==> config.mk <==
export PLATFORM = sky130hd
export DESIGN_NAME = and_chain_bist
export DESIGN_NICKNAME = d
export VERILOG_FILES = /design/src/rtl/and_chain_pkg.sv /design/src/rtl/bist_settle_timer.sv /design/src/rtl/and_chain_bist.sv
export SDC_FILE = /design/constraint.sdc
export NUM_CORES = 1
export LEC_CHECK = 0
export CAP_MARGIN = 20
export CORE_ASPECT_RATIO = 0.75
export CORE_MARGIN = 4
export CORE_UTILIZATION = 53
export CTS_CLUSTER_SIZE = 20
export DETAILED_ROUTE_END_ITERATION = 16
export GPL_TIMING_DRIVEN = 0
export PLACE_DENSITY_LB_ADDON = 0.05
export SETUP_SLACK_MARGIN = 0.02
export SYNTH_ARGS = -nofsm -noshare
export SYNTH_HDL_FRONTEND = slang
export SYNTH_SLANG_ARGS = --single-unit
==> constraint.sdc <==
create_clock -name clk -period 3.7 [get_ports clk]
set_input_delay 0.74 -clock clk [delete_from_list [all_inputs] [get_ports clk]]
set_output_delay 0.74 -clock clk [all_outputs]
set_load 0.005 [all_outputs]
==> src/rtl/and_chain_pkg.sv <==
`default_nettype none
// +------------------------------------------------------------------+
// | and_chain_pkg : FSM encoding and default sizes for and_chain_bist |
// | Rev 1.0                                                           |
// +------------------------------------------------------------------+
package and_chain_pkg;

    localparam int unsigned DEF_LENGTH = 4;
    localparam int unsigned DEF_SETTLE = 1;

    typedef enum logic [1:0] {
        ST_IDLE   = 2'd0,
        ST_SETTLE = 2'd1,
        ST_SAMPLE = 2'd2,
        ST_FINISH = 2'd3
    } state_e;

endpackage
`default_nettype wire

==> src/rtl/bist_settle_timer.sv <==
`default_nettype none
// +------------------------------------------------------------------+
// | bist_settle_timer : loadable down-counter, flags last settle cycle|
// | Rev 1.0                                                           |
// +------------------------------------------------------------------+
module bist_settle_timer #(
    parameter int SETTLE = 1,
    parameter int W      = $clog2(SETTLE + 1)
) (
    input  logic clk,
    input  logic rst,
    input  logic load_i,
    input  logic en_i,
    output logic expire_o
);

    logic [W-1:0] cnt_q;
    logic [W-1:0] cnt_d;

    always_comb begin
        cnt_d = cnt_q;
        if (load_i) begin
            cnt_d = W'(SETTLE);
        end else if (en_i && (cnt_q != '0)) begin
            cnt_d = cnt_q - 1'b1;
        end
    end

    always_ff @(posedge clk) begin
        if (rst) begin
            cnt_q <= '0;
        end else begin
            cnt_q <= cnt_d;
        end
    end

    // Asserted on the final hold cycle so the FSM leaves SETTLE on that edge.
    assign expire_o = (cnt_q == W'(1));

endmodule
`default_nettype wire

==> src/rtl/and_chain_bist.sv <==
`default_nettype none
// +------------------------------------------------------------------+
// | and_chain_bist : exhaustive self-test of an external AND chain    |
// | Rev 1.0                                                           |
// +------------------------------------------------------------------+
module and_chain_bist
    import and_chain_pkg::*;
#(
    parameter int LENGTH = DEF_LENGTH,
    parameter int SETTLE = DEF_SETTLE
) (
    input  logic              clk,
    input  logic              rst,
    input  logic              start,
    output logic [LENGTH-1:0] x_out,
    input  logic              y_in,
    output logic              busy,
    output logic              done,
    output logic              pass,
    output logic [LENGTH:0]   err_count,
    output logic [LENGTH-1:0] first_fail
);

    state_e            state_q;
    logic [LENGTH-1:0] x_q;
    logic [LENGTH-1:0] ff_q;
    logic [LENGTH:0]   err_q;
    logic              busy_q;
    logic              done_q;
    logic              pass_q;

    logic w_all_ones;
    logic w_mismatch;
    logic w_tmr_load;
    logic w_tmr_en;
    logic w_tmr_expire;

    // The AND of the vector is both the expected chain output and the end-of-sweep marker.
    assign w_all_ones = &x_q;
    assign w_mismatch = (y_in != w_all_ones);
    assign w_tmr_load = ((state_q == ST_IDLE) && start) ||
                        ((state_q == ST_SAMPLE) && !w_all_ones);
    assign w_tmr_en   = (state_q == ST_SETTLE);

    bist_settle_timer #(
        .SETTLE (SETTLE)
    ) u_timer (
        .clk      (clk),
        .rst      (rst),
        .load_i   (w_tmr_load),
        .en_i     (w_tmr_en),
        .expire_o (w_tmr_expire)
    );

    always_ff @(posedge clk) begin
        if (rst) begin
            state_q <= ST_IDLE;
            x_q     <= '0;
            ff_q    <= '0;
            err_q   <= '0;
            busy_q  <= 1'b0;
            done_q  <= 1'b0;
            pass_q  <= 1'b0;
        end else begin
            case (state_q)
                ST_IDLE: begin
                    if (start) begin
                        x_q     <= '0;
                        ff_q    <= '0;
                        err_q   <= '0;
                        done_q  <= 1'b0;
                        pass_q  <= 1'b0;
                        busy_q  <= 1'b1;
                        state_q <= ST_SETTLE;
                    end
                end
                ST_SETTLE: begin
                    if (w_tmr_expire) begin
                        state_q <= ST_SAMPLE;
                    end
                end
                ST_SAMPLE: begin
                    if (w_mismatch) begin
                        err_q <= err_q + 1'b1;
                        if (err_q == '0) begin
                            ff_q <= x_q;
                        end
                    end
                    if (w_all_ones) begin
                        state_q <= ST_FINISH;
                    end else begin
                        x_q     <= x_q + 1'b1;
                        state_q <= ST_SETTLE;
                    end
                end
                ST_FINISH: begin
                    busy_q  <= 1'b0;
                    done_q  <= 1'b1;
                    pass_q  <= (err_q == '0);
                    state_q <= ST_IDLE;
                end
                default: state_q <= ST_IDLE;
            endcase
        end
    end

    assign x_out      = x_q;
    assign busy       = busy_q;
    assign done       = done_q;
    assign pass       = pass_q;
    assign err_count  = err_q;
    assign first_fail = ff_q;

endmodule
`default_nettype wire
Fig. 1: run 1, routed metal, one colour a layer
Scale: 4 px per um. Only two layers are drawn.
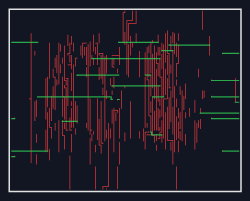
Key: red = metal 2 [wire length 1,050 um]; green = metal 3 [wire length 148 um]

Fig. 2: run 1, M2 wires
Scale: 8 px per um.
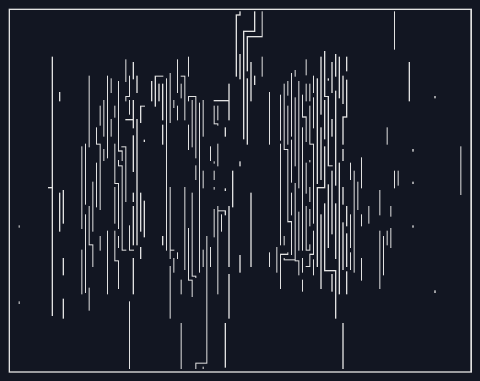
The layer holds 45% of the routed length. The longest straight run is 32.3 um.

Fig. 3: run 1, cell outlines without signal wires
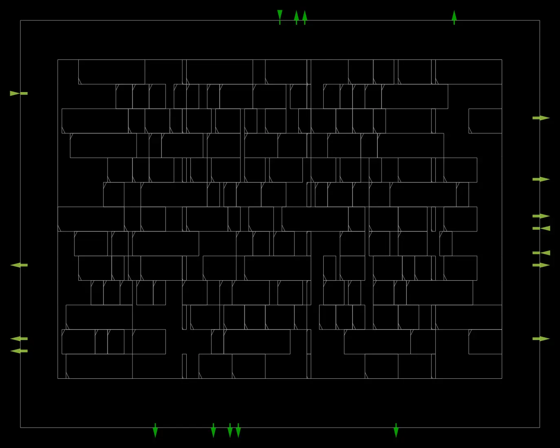
Row Count: 13
seq_cells: 19
fill count: 146
core area: 0.00174 mm2
Core Util, Final: 69.6%

==> metrics.cfg, run 1 <==
[final_timing]
setup_viol=0
setup_slack_ns=1.45
fin_tns_setup_ns=0
maxSlewHeadroom_pct=52.0
finalClockSkew_ns=0.00462
finalCritPeriodShare_pct=60.8
worst_pin_slew_ns=0.718
slew_viol_final=0
post-route-min-period_ns=2.25
rsz0062_at_grt=false
finalHoldViolations=0

[placement]
dpl_worst_slack_ns=1.14
io_buffers=18
dp.cells=158
hpwl_um=1720
dpl_cell_area_mm2=0.00118
gp_congestion=0.800

[run]
maxCapViolations=0
warning_count=27

[route]
wire_per_inst_um=14.5
wirelength_um=2350
ant_nets=0
first_pass_iters=5
viasPerCell=5.88

[global_route]
antenna_found_initial=0
grt_pass1_wl_um=3970
grt_max_degree=12
gr-usage-all-layers_pct=20.0
grt_pass1_vias=871

[cells_and_area]
dominant_cells=combinational gates
layout.cells.most_common=dfxtp_1
n_all_buffers=24
clk_share_pct=2.27
seq_area_um2=380
area_delta_synth_final_pct=24.1
final-comb-area_um2=534
n_clock_buffer=3
inv_count=8
fin_cells=162
diodes=0
lay_top_cells=dfxtp_1, clkdlybuf4s50_1, nor2_1
stdcell_area_mm2=0.00121
comb_share_pct=44.1
comb.multi_input.count=85
buffer_area_share_pct=17.5
drive_gt1_share_pct=6.43
finalNetCount=148

[power]
p_clk_uw=108
combPwrFrac_pct=10.0
p_clk_share_pct=30.4
p_per_area_mw_per_mm2=293
intPower_uw=263
p_seq_uw=211
leakage_nw=0.420
p_seq_share_pct=59.5
power_uw=355
switching_share_pct=26.0
p_comb_uw=35.6
irDropWorstVdd_mv=0.217

[yosys]
top_cell=dfxtp_1
yosys_area_um2=976
ys_sh_mux_pct=2.05
enable_flop_cells=0
synth-compound-area-share_pct=19.6
logic_family=simple AND/OR/NAND/NOR gates
yosysWarnings=0
synth-xor-area-share_pct=2.69
synthSimpleGateAreaFrac_pct=26.5
synth_area_um2=976
ys_ff=19
ys_cells=118
common_cells=dfxtp_1, nor2_1, a21oi_1
top_cells_by_area=dfxtp_1, a21oi_1, nor2_1, ha_1, nand3b_1
synth.top_cell.area_share_pct=39.0
syn_inst=118

[setup_path]
path_class=in -> reg
crit_path_start_kind=input pin
reg2reg_from=err_count[0]
reg2reg_setup_slack_ns=1.75
cp_num_buf_inv=1
slowest_stage=mux2i_1
max_stage_delay_ns=0.50
r2r_cells=5
crit_path_cell_trace=clkdlybuf4s50_1 > or3b_2 > mux2i_1 > nor2_1 > a211oi_1
critPathMaxFanout=7

[hold_path]
whs_path_depth=2
hold_class=reg -> reg
holdCritStartpoint=done
hold_end=done

[clocking]
cts_root_buf=clkbuf_4
cts_tree=done
cts-htree-levels=1
clock_path_buffers=2
cts_buffers=3
post_cts_resized=0
cts.sinks=19
cts_hold_buffers=0
clk_latency_ns=0.30

[die]
die_w_um=57.6
io_pins=20
fp.dieArea_mm2=0.00260
n_tap_cell=22

[outcome]
status=complete, no violations

==> run 1: worst max-delay path by stage <==
| stage | slack [ns] | end | depth (start not counted) | from |
|---|---|---|---|---|
| global route | 1.28 | err_count[0] | 5 | y_in |
| finish | 1.45 | err_count[0] | 5 | y_in |
| floorplan | 1.85 | err_count[0] | 4 | y_in |
| global placement | 1.16 | err_count[0] | 5 | y_in |
| CTS | 1.48 | err_count[0] | 5 | y_in |
| detailed placement | 1.14 | err_count[0] | 5 | y_in |
==> run 1: layer usage <==
metal,track usage [%],part of all wire (%),wire [um],up-vias
met2,32.9,45,1050,32
met5,0,0,0,-
met3,6.00,6.3,148,5
li1,-,-,-,467
met4,6.94,1.1,27,0
met1,25.2,48,1130,448
Fig. 4: run 1, wires at chosen ports, followed through buffers
Scale: 4 px per um.
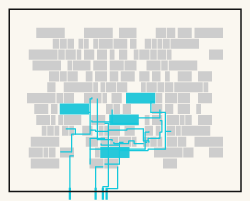

--- run 2 (diff from run 1) ---
--- a/config.mk
+++ b/config.mk
@@ -8,7 +8,7 @@
 export CAP_MARGIN = 20
 export CORE_ASPECT_RATIO = 0.75
 export CORE_MARGIN = 4
-export CORE_UTILIZATION = 53
+export CORE_UTILIZATION = 44
 export CTS_CLUSTER_SIZE = 20
 export DETAILED_ROUTE_END_ITERATION = 16
 export GPL_TIMING_DRIVEN = 0
==> constraint.sdc (replaced) <==
create_clock -name clk -period 2 [get_ports clk]
set_input_delay 0.4 -clock clk [delete_from_list [all_inputs] [get_ports clk]]
set_output_delay 0.4 -clock clk [all_outputs]
set_load 0.005 [all_outputs]
Fig. 5: run 2, wires at chosen ports, followed through buffers
Scale: 4 px per um.
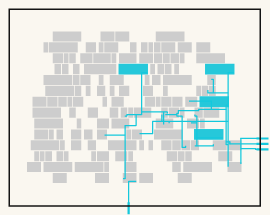
Key: cyan = x_out [bits 4, direction output, end cells 4, buffers 4, wire 210 um]

==> run 2 against run 1 <==
  * Via count shrank 3.8%
  * Area after synthesis unchanged
  * Total power increased by 83%
  * Non-clock buffer count unchanged
  * Synthesized cell count did not move
  * Wire length down 1.8%
  * Largest cell class unchanged
  * Clock power up 78%
  * Final cell count increased by 1.2%
  * Combinational power up 85%
==> metrics.cfg, run 2 <==
[outcome]
status=complete, no violations

[setup_path]
critPathMaxFanout=10
crit_path_cell_trace=ha_1 > and3_1 > buf_6 > xnor2_1 > or4_1 > a31oi_1
crit_path_start_kind=register
path_class=reg -> reg
cp_num_buf_inv=1
r2r_cells=6
crit_start=x_out[0]
slowest_stage=or4_1

[power]
switching_share_pct=24.7
p_seq_share_pct=60.2
power_uw=649
irDropWorstVdd_mv=0.421
leakage_nw=0.422
combPwrFrac_pct=10.2
intPower_uw=489
p_per_area_mw_per_mm2=528

[global_route]
antenna_found_initial=0
use_met2_pct=23.8
grt_pass1_wl_um=3910
grt_pass1_vias=847
grt_max_degree=11
gr-usage-all-layers_pct=15.6

[yosys]
common_cells=dfxtp_1, nor2_1, a21oi_1
synth_area_um2=976
synth-compound-area-share_pct=19.6
ys_sh_mux_pct=2.05
syn_inst=118
synth.top_cell.area_share_pct=39.0
top_cells_by_area=dfxtp_1, a21oi_1, nor2_1, ha_1, nand3b_1
yosysWarnings=0
ys_cells=118
ys_ff=19
synthSimpleGateAreaFrac_pct=26.5

[die]
die_w_um=62.4
fp.dieArea_mm2=0.00304
row_count=14
n_tap_cell=24

[final_timing]
slew_viol_final=0
finalHoldViolations=0
setup_viol=0
finalCritPeriodShare_pct=90.7
worst_pin_slew_ns=0.645
setup_slack_ns=0.185
fin_tns_setup_ns=0

[cells_and_area]
comb.multi_input.count=85
ff_count=19
lay_top_cells=dfxtp_1, clkdlybuf4s50_1, nor2_1
inv_count=8
dominant_cells=combinational gates
final-comb-area_um2=552
diodes=0
n_all_buffers=24
comb_share_pct=44.9
fin_cells=164
stdcell_area_mm2=0.00123
finalNetCount=148
layout.cells.most_common=dfxtp_1
n_clock_buffer=4

[placement]
dp.cells=160
dpl_worst_slack_ns=-0.319
hpwl_um=1770
dpl_cell_area_mm2=0.00119

[hold_path]
holdCritStartpoint=done
hold_end=done
whs_path_depth=2

[clocking]
clock_path_buffers=2
cts.sinks=19
cts-htree-levels=1
cts_buffers=3

[route]
ant_nets=0
wire_per_inst_um=14.1

[run]
maxCapViolations=0

## run 2: cell types whose count changed in the layout (fill, tap and decap cells not counted), sizes merged
cell,change
clkbuf,+1
clkinv,-1
## run 2: what timing repair did
item	4_1_cts	5_1_grt
resized	1	2
cloned	0	0
setup endpoints to repair	1	3
hold buffers	0	0
## run 2: power groups by stage
stage          clock [mW]  sequential (mW)  combinational [mW]
2_1_floorplan           0            0.398              0.0409
3_3_place_gp            0            0.399              0.0633
3_5_place_dp            0            0.399              0.0644
4_1_cts             0.200            0.391              0.0648
5_1_grt             0.217            0.392              0.0734
6_report            0.192            0.391              0.0660
Power figures rest on the tool's default switching activity, not on a simulated workload.
